met1.png
Scale bar: 20 um. Supply wires on this layer in grey.
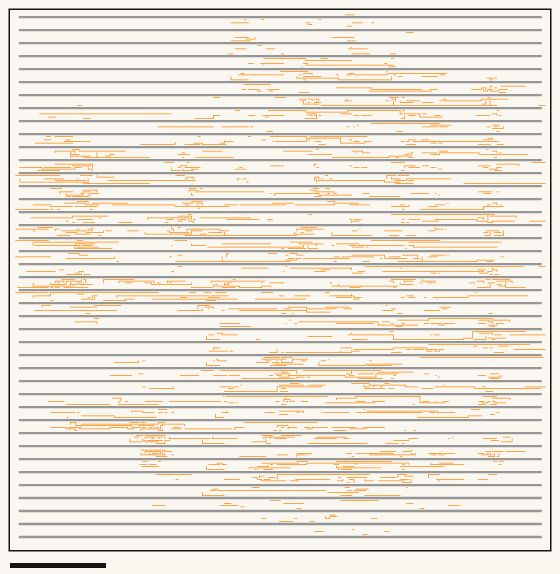
met2.png
Scale bar: 20 um.
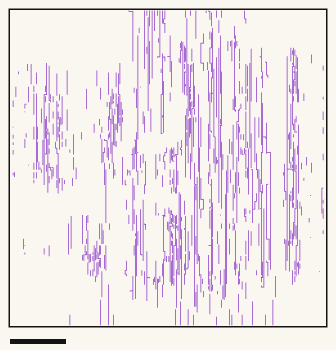
## config.mk

```make
export PLATFORM = sky130hd
export DESIGN_NAME = encode_reg_inst_flat
export DESIGN_NICKNAME = d
export VERILOG_FILES = /design/src/rtl/encode_reg_if.sv /design/src/rtl/encode_reg_inst.sv /design/src/flat_wrapper.sv
export SDC_FILE = /design/constraint.sdc
export NUM_CORES = 1
export LEC_CHECK = 0
export ABC_AREA = 1
export CAP_MARGIN = 10
export CELL_PAD_IN_SITES_DETAIL_PLACEMENT = 0
export CELL_PAD_IN_SITES_GLOBAL_PLACEMENT = 2
export CORE_MARGIN = 1.5
export CORE_UTILIZATION = 34
export DETAILED_ROUTE_END_ITERATION = 10
export GPL_ROUTABILITY_DRIVEN = 0
export HOLD_SLACK_MARGIN = 0.15
export PLACE_DENSITY = 0.83
export SLEW_MARGIN = 10
export SYNTH_ARGS = -nofsm -noshare
export SYNTH_HDL_FRONTEND = slang
export SYNTH_SLANG_ARGS = --single-unit
```

## constraint.sdc

```tcl
create_clock -name clk -period 2.4 [get_ports clk]
set_input_delay 0.36 -clock clk [delete_from_list [all_inputs] [get_ports clk]]
set_output_delay 0.36 -clock clk [all_outputs]
set_load 0.03 [all_outputs]
```

## src/rtl/encode_reg_if.sv

```systemverilog
// Request/response bundle for the R-type encoder: a request channel carrying
// an ALU op plus register indices, and a response channel carrying the
// encoded 32-bit instruction word. Both channels use valid/ready.
interface encode_reg_if;
  logic        in_valid;
  logic        in_ready;
  logic [4:0]  in_alu_control;
  logic [4:0]  in_rd;
  logic [4:0]  in_rs1;
  logic [4:0]  in_rs2;
  logic        out_valid;
  logic        out_ready;
  logic [31:0] out_inst;

  // Producer of requests and consumer of encoded words.
  modport master (
    output in_valid, in_alu_control, in_rd, in_rs1, in_rs2, out_ready,
    input  in_ready, out_valid, out_inst
  );

  // The encoder itself.
  modport slave (
    input  in_valid, in_alu_control, in_rd, in_rs1, in_rs2, out_ready,
    output in_ready, out_valid, out_inst
  );
endinterface

```

## src/rtl/encode_reg_inst.sv

```systemverilog
// R-type instruction encoder: maps an ALU op and rd/rs1/rs2 onto an RV32I
// OP-class instruction word and queues it in a small FIFO. Unknown ALU codes
// are accepted, dropped, flagged for one cycle and counted (saturating).
module encode_reg_inst #(
  parameter int DEPTH = 4,
  parameter int CNT_W = 8
) (
  input  logic                     clk,
  input  logic                     rst_n,
  input  logic                     flush,
  encode_reg_if.slave              bus,
  output logic                     err_illegal,
  output logic [CNT_W-1:0]         illegal_count,
  output logic [$clog2(DEPTH):0]   fill_level
);

  localparam int PTR_W = $clog2(DEPTH);
  localparam logic [PTR_W:0] FULL_LVL = (PTR_W + 1)'(DEPTH);
  localparam logic [6:0] OPC_OP = 7'b0110011;

  // ALU op codes shared with the decode path.
  typedef enum logic [4:0] {
    ALU_ADD  = 5'd0,
    ALU_SUB  = 5'd1,
    ALU_SLL  = 5'd2,
    ALU_SLT  = 5'd3,
    ALU_SLTU = 5'd4,
    ALU_XOR  = 5'd5,
    ALU_SRL  = 5'd6,
    ALU_SRA  = 5'd7,
    ALU_OR   = 5'd8,
    ALU_AND  = 5'd9
  } alu_op_e;

  logic [31:0]      mem [DEPTH];
  logic [PTR_W-1:0] wr_ptr;
  logic [PTR_W-1:0] rd_ptr;
  logic [PTR_W:0]   level;

  logic        legal;
  logic [2:0]  funct3;
  logic [6:0]  funct7;
  logic [31:0] enc_word;
  logic        full;
  logic        empty;
  logic        accept;
  logic        push;
  logic        pop;
  logic        accept_illegal;

  assign full  = (level == FULL_LVL);
  assign empty = (level == '0);

  // Ready depends only on state and flush, never on in_valid; a full FIFO
  // stays not-ready even if the head is being popped this cycle.
  assign bus.in_ready  = !full && !flush;
  assign bus.out_valid = !empty;
  assign bus.out_inst  = empty ? '0 : mem[rd_ptr];

  assign accept         = bus.in_valid && bus.in_ready;
  assign push           = accept && legal;
  assign accept_illegal = accept && !legal;
  assign pop            = bus.out_valid && bus.out_ready && !flush;

  assign enc_word = {funct7, bus.in_rs2, bus.in_rs1, funct3, bus.in_rd, OPC_OP};

  // Translate the ALU op into funct3/funct7; unknown codes are illegal.
  always_comb begin
    // NOTE: every output gets a default before the case so no path leaves a
    // signal unassigned, which would otherwise infer a latch.
    legal  = 1'b1;
    funct3 = 3'b000;
    funct7 = 7'h00;
    case (bus.in_alu_control)
      ALU_ADD:  funct3 = 3'b000;
      ALU_SUB:  begin funct3 = 3'b000; funct7 = 7'h20; end
      ALU_SLL:  funct3 = 3'b001;
      ALU_SLT:  funct3 = 3'b010;
      ALU_SLTU: funct3 = 3'b011;
      ALU_XOR:  funct3 = 3'b100;
      ALU_SRL:  funct3 = 3'b101;
      ALU_SRA:  begin funct3 = 3'b101; funct7 = 7'h20; end
      ALU_OR:   funct3 = 3'b110;
      ALU_AND:  funct3 = 3'b111;
      default:  legal  = 1'b0;
    endcase
  end

  // Storage array write port.
  // NOTE: the data array has no reset; occupancy is tracked by level and the
  // output is forced to zero when empty, so stale contents are never visible.
  always_ff @(posedge clk) begin
    if (push) begin
      mem[wr_ptr] <= enc_word;
    end
  end

  // FIFO pointers and occupancy; flush wins over any push or pop.
  always_ff @(posedge clk or negedge rst_n) begin
    // NOTE: sequential state uses non-blocking assignments so every register
    // samples pre-edge values regardless of statement order.
    if (!rst_n) begin
      wr_ptr <= '0;
      rd_ptr <= '0;
      level  <= '0;
    end else if (flush) begin
      wr_ptr <= '0;
      rd_ptr <= '0;
      level  <= '0;
    end else begin
      if (push) wr_ptr <= wr_ptr + 1'b1;
      if (pop)  rd_ptr <= rd_ptr + 1'b1;
      case ({push, pop})
        2'b10:   level <= level + 1'b1;
        2'b01:   level <= level - 1'b1;
        default: level <= level;
      endcase
    end
  end

  // Illegal-op pulse and saturating counter; the counter survives flush.
  always_ff @(posedge clk or negedge rst_n) begin
    if (!rst_n) begin
      err_illegal   <= 1'b0;
      illegal_count <= '0;
    end else begin
      err_illegal <= accept_illegal;
      if (accept_illegal && (illegal_count != '1)) begin
        illegal_count <= illegal_count + 1'b1;
      end
    end
  end

  assign fill_level = level;

endmodule

```

## src/flat_wrapper.sv

```systemverilog
// flat-port wrapper written by rule: the top's interface ports become plain ports
module encode_reg_inst_flat 
#(
  parameter int DEPTH = 4,
  parameter int CNT_W = 8
)
  (clk, rst_n, flush, err_illegal, illegal_count, fill_level, bus_in_valid, bus_in_alu_control, bus_in_rd, bus_in_rs1, bus_in_rs2, bus_out_ready, bus_in_ready, bus_out_valid, bus_out_inst);
  encode_reg_if bus_i ();
  input  logic clk;
  input  logic rst_n;
  input  logic flush;
  output logic err_illegal;
  output logic [CNT_W-1:0] illegal_count;
  output logic [$clog2(DEPTH):0] fill_level;
  input wire logic [$bits(bus_i.in_valid)-1:0] bus_in_valid;
  input wire logic [$bits(bus_i.in_alu_control)-1:0] bus_in_alu_control;
  input wire logic [$bits(bus_i.in_rd)-1:0] bus_in_rd;
  input wire logic [$bits(bus_i.in_rs1)-1:0] bus_in_rs1;
  input wire logic [$bits(bus_i.in_rs2)-1:0] bus_in_rs2;
  input wire logic [$bits(bus_i.out_ready)-1:0] bus_out_ready;
  output wire logic [$bits(bus_i.in_ready)-1:0] bus_in_ready;
  output wire logic [$bits(bus_i.out_valid)-1:0] bus_out_valid;
  output wire logic [$bits(bus_i.out_inst)-1:0] bus_out_inst;
  assign bus_i.in_valid = bus_in_valid;
  assign bus_i.in_alu_control = bus_in_alu_control;
  assign bus_i.in_rd = bus_in_rd;
  assign bus_i.in_rs1 = bus_in_rs1;
  assign bus_i.in_rs2 = bus_in_rs2;
  assign bus_i.out_ready = bus_out_ready;
  assign bus_in_ready = bus_i.in_ready;
  assign bus_out_valid = bus_i.out_valid;
  assign bus_out_inst = bus_i.out_inst;
  encode_reg_inst #(.DEPTH(DEPTH), .CNT_W(CNT_W)) u_core (.clk(clk), .rst_n(rst_n), .flush(flush), .bus(bus_i), .err_illegal(err_illegal), .illegal_count(illegal_count), .fill_level(fill_level));
endmodule
```

==> qor.csv <==
metric,value,unit
vias per cell,4.60,
share of layout cells above drive strength 1,15.4,%
top cells by count,"nor2_1, edfxtp_1, o21ai_0, nand2_1, inv_1",
CP arrival,1.87,ns
Antenna Cells,0,
first-pass GRT wire length,13.5,mm
status,finished clean,
# fillers,1132,
Die Size,0.0128,mm^2
fin util,44.8,%
I/O pin total,71,
"Cell Area, Placed",0.00508,mm^2
cell taking the most area after synthesis,edfxtp_1,
crit-path max FO,19,
grt total ovfl,0,
clk ins delay skew pair,0.34,ns
Unique cell types,29,
post-detail-place hpwl,5.50,mm
Max Slew Vio Count,0,
Mux area share,0,%
part of the power in combinational logic,16.5,%
largest net degree at the start of global routing,23,
Row Count,40,
Syn-to-layout area delta,29.7,%
yosys adder share,2.01,%
Yosys chip area,0.00412,mm^2
initial antenna violation count,0,
slew margin rel.,48.4,%
Final Setup Violations,0,
CP max stage delay,0.42,ns
vias in the first global route,2756,
Root Driver,clkbuf_16,
main flop type,edfxtp_1,
"XOR Share, Synth",1.49,%
Mean Syn Cell Area,10.8,um^2
ys cells,382,
Die Ht,113,um
synth warn,0,
fin area,0.00534,mm^2
Int Power,2.76,mW
Main logic family,simple AND/OR/NAND/NOR gates,
most frequent cell after synthesis,nor2_1,
Clock transition at path regs,0.06,ns
core box area,0.0119,mm^2
Area leader share,55.4,%
htree depth,3,
Mapped Area,0.00412,mm^2
Layout Nets,494,
clock power share,34.2,%
final hold violation count,0,
Setup crit end kind,primary output,
Num CTS Buffers,9,
busiest grt layer,met2,
crit path launch type,flip-flop,
power density cells,711,mW/mm^2
Switching Power,1.04,mW
Post-synth EDFFs,76,
CTS tree,yes,
DRC Markers,0,
Tool Warnings,29,
CP max-delay cell,dfrtp_1,
"Compound Share, Synth",8.36,%
Worst-Margin Slew,0.771,ns
CP cell instances,clkinv_1 -> buf_4 -> nor2_1 -> o21ai_0 -> a21oi_1 -> dlygate4sd2_1,
Max Cap Violations,0,
Hold Buf Count CTS,0,
DRT Pass-1 Iters,4,
cycle use final,93.0,%
# port buffers,61,
sw frac,27.4,%
pre-CTS setup slack,-0.186,ns
crit path kind,reg -> out,
Peak VDD IR,0.000414,V
RSZ-0062 raised after global routing,false,
die width,113,um
CTS sink cnt,92,
Period minus WS final,2.23,ns
final setup margin,0.169,ns
Hold Crit Class,in -> async,
DR iter-0 viols,110,
Worst EP required,2.04,ns
Antenna Violating Nets Remaining,0,
Post-synth seq share,65.2,%
post-synthesis async set-or-reset flop share,17.4,%
Post-synth regs,92,
Pre-Place Util,34.6,%
CTS Buffer Depth,2,
Gate Count Post-Synth,382,
register share of total power,49.3,%
total track usage,13.9,%
Fmax achieved,448,MHz
clk_skew,0.00743,ns
simple logic cell fraction of the synthesized area,16.7,%
biggest area cells,"edfxtp_1, dfrtp_1, nor2_1",
met3 track demand over resource,3.86,%
Pleak,2.15,nW
DR WL/cell,13.5,um
Back to the opening pictures, met1.png:
main direction = horizontal
share of all routed wire = 45%
met1 usage: 16.4%
Routed WL: 8.33 mm
vias: 2829

Back to the opening pictures, met2.png:
longest straight run = 73.1 um
nets with wire on the layer = 380
share of all routed wire = 50%
M2 GR Usage: 24.6%

-- layer usage --
metal	wire length (um)	vias to the layer above
met5	0	-
met1	3730	1336
li1	-	1431
met4	90	0
met3	329	8
met2	4180	54
-- worst paths after layout --
check	from	to	slack, ns	cells after the start
max	u_core.rd_ptr[1]$_DFFE_PN0P_	bus_out_inst[13]	0.17	6
min	rst_n	u_core.illegal_count[0]$_DFFE_PN0P_	0.47	1
max reg2reg	u_core.fill_level[1]$_DFFE_PN0P_	u_core.fill_level[2]$_DFFE_PN0P_	0.33	14
min reg2reg	u_core.illegal_count[4]$_DFFE_PN0P_	u_core.illegal_count[4]$_DFFE_PN0P_	0.51	1
max in group asynchronous	rst_n	u_core.fill_level[0]$_DFFE_PN0P_	1.39	1
min in group clk	u_core.illegal_count[4]$_DFFE_PN0P_	u_core.illegal_count[4]$_DFFE_PN0P_	0.51	1
-- stage by stage --
step                      TNS [ns]  instances  hold slack [ns]  power [mW]
final                            0        615            0.475        3.79
after global routing             0        615            0.533        3.97
after CTS                        0        615            0.500        3.84
after detailed placement    -0.186        599            0.496        2.54
after global placement      -0.127        599            0.497        2.54
after floorplan                  0        390           0.0644        2.27
-- kinds of logic after synthesis --
| family | Yosys count |
|---|---|
| AOI/OAI and AO/OA | 68 |
| xor gates and xnor gates | 7 |
| adders and majority gates | 6 |
| buffers and inverters | 54 |
| DFF | 92 |
| other | 1 |
| and+or+nand+nor | 154 |
-- worst max-delay path, delay by kind of cell (launching register included) --
kind                   cells  cell delay [ns]
DFF                        1             0.42
AOI/OAI and AO/OA          2             0.27
buffers and inverters      3             0.72
and+or+nand+nor            1             0.12
-- flip-flops by register name (all words and copies together), names as in the netlist --
signal                flops
u_core.wr_ptr             2
u_core.illegal_count      8
u_core.fill_level         3
u_core.err_illegal        1
u_core.mem               76
u_core.rd_ptr             2
-- placed cells by master, fill, tap and decap left out, types with 2 or more instances in the layout --
cell type        count
buf_12               5
nand2_4              3
xor2_1               5
clkinv_1             2
nand3_1             17
inv_2                4
clkbuf_16            9
edfxtp_1            76
dfrtp_2              2
o21ai_0             43
a21oi_1             21
nand2_2              4
nor2_4               3
xnor2_1              2
conb_1               9
buf_4               21
dfrtp_1             14
clkinv_4             2
inv_6                2
ha_1                 5
nor2_2              11
dlygate4sd2_1       19
clkdlybuf4s50_1     42
inv_1               23
o21ai_1              2
nor2_1              82
nand2_1             30
-- power by group through the flow --
| stage | logic (mW) | clock network, mW | registers, mW |
|---|---|---|---|
| final | 0.627 | 1.30 | 1.87 |
| after CTS | 0.635 | 1.33 | 1.87 |
| after detailed placement | 0.645 | 0 | 1.90 |
| after global placement | 0.641 | 0 | 1.90 |
| after floorplan | 0.286 | 0 | 1.98 |
| after global routing | 0.679 | 1.41 | 1.88 |
-- what timing repair did --
action	CTS	global route
setup buffers	0	0
endpoints found under the setup margin	19	1
resized	20	1
cloned	0	0
-- layout make-up --
cell class                      count  area [um^2]  area share [%]
Clock buffer                       10          229            4.29
Inverter                           29          109            2.04
Sequential cell                    92         2690            50.3
Tap cell                          147          184            3.45
Clock inverter                      6         47.5           0.891
Multi-Input combinational cell    244         1240            23.2
Timing Repair Buffer               87          845            15.8
No activity file was given, so power comes from the tool's default toggle rates.
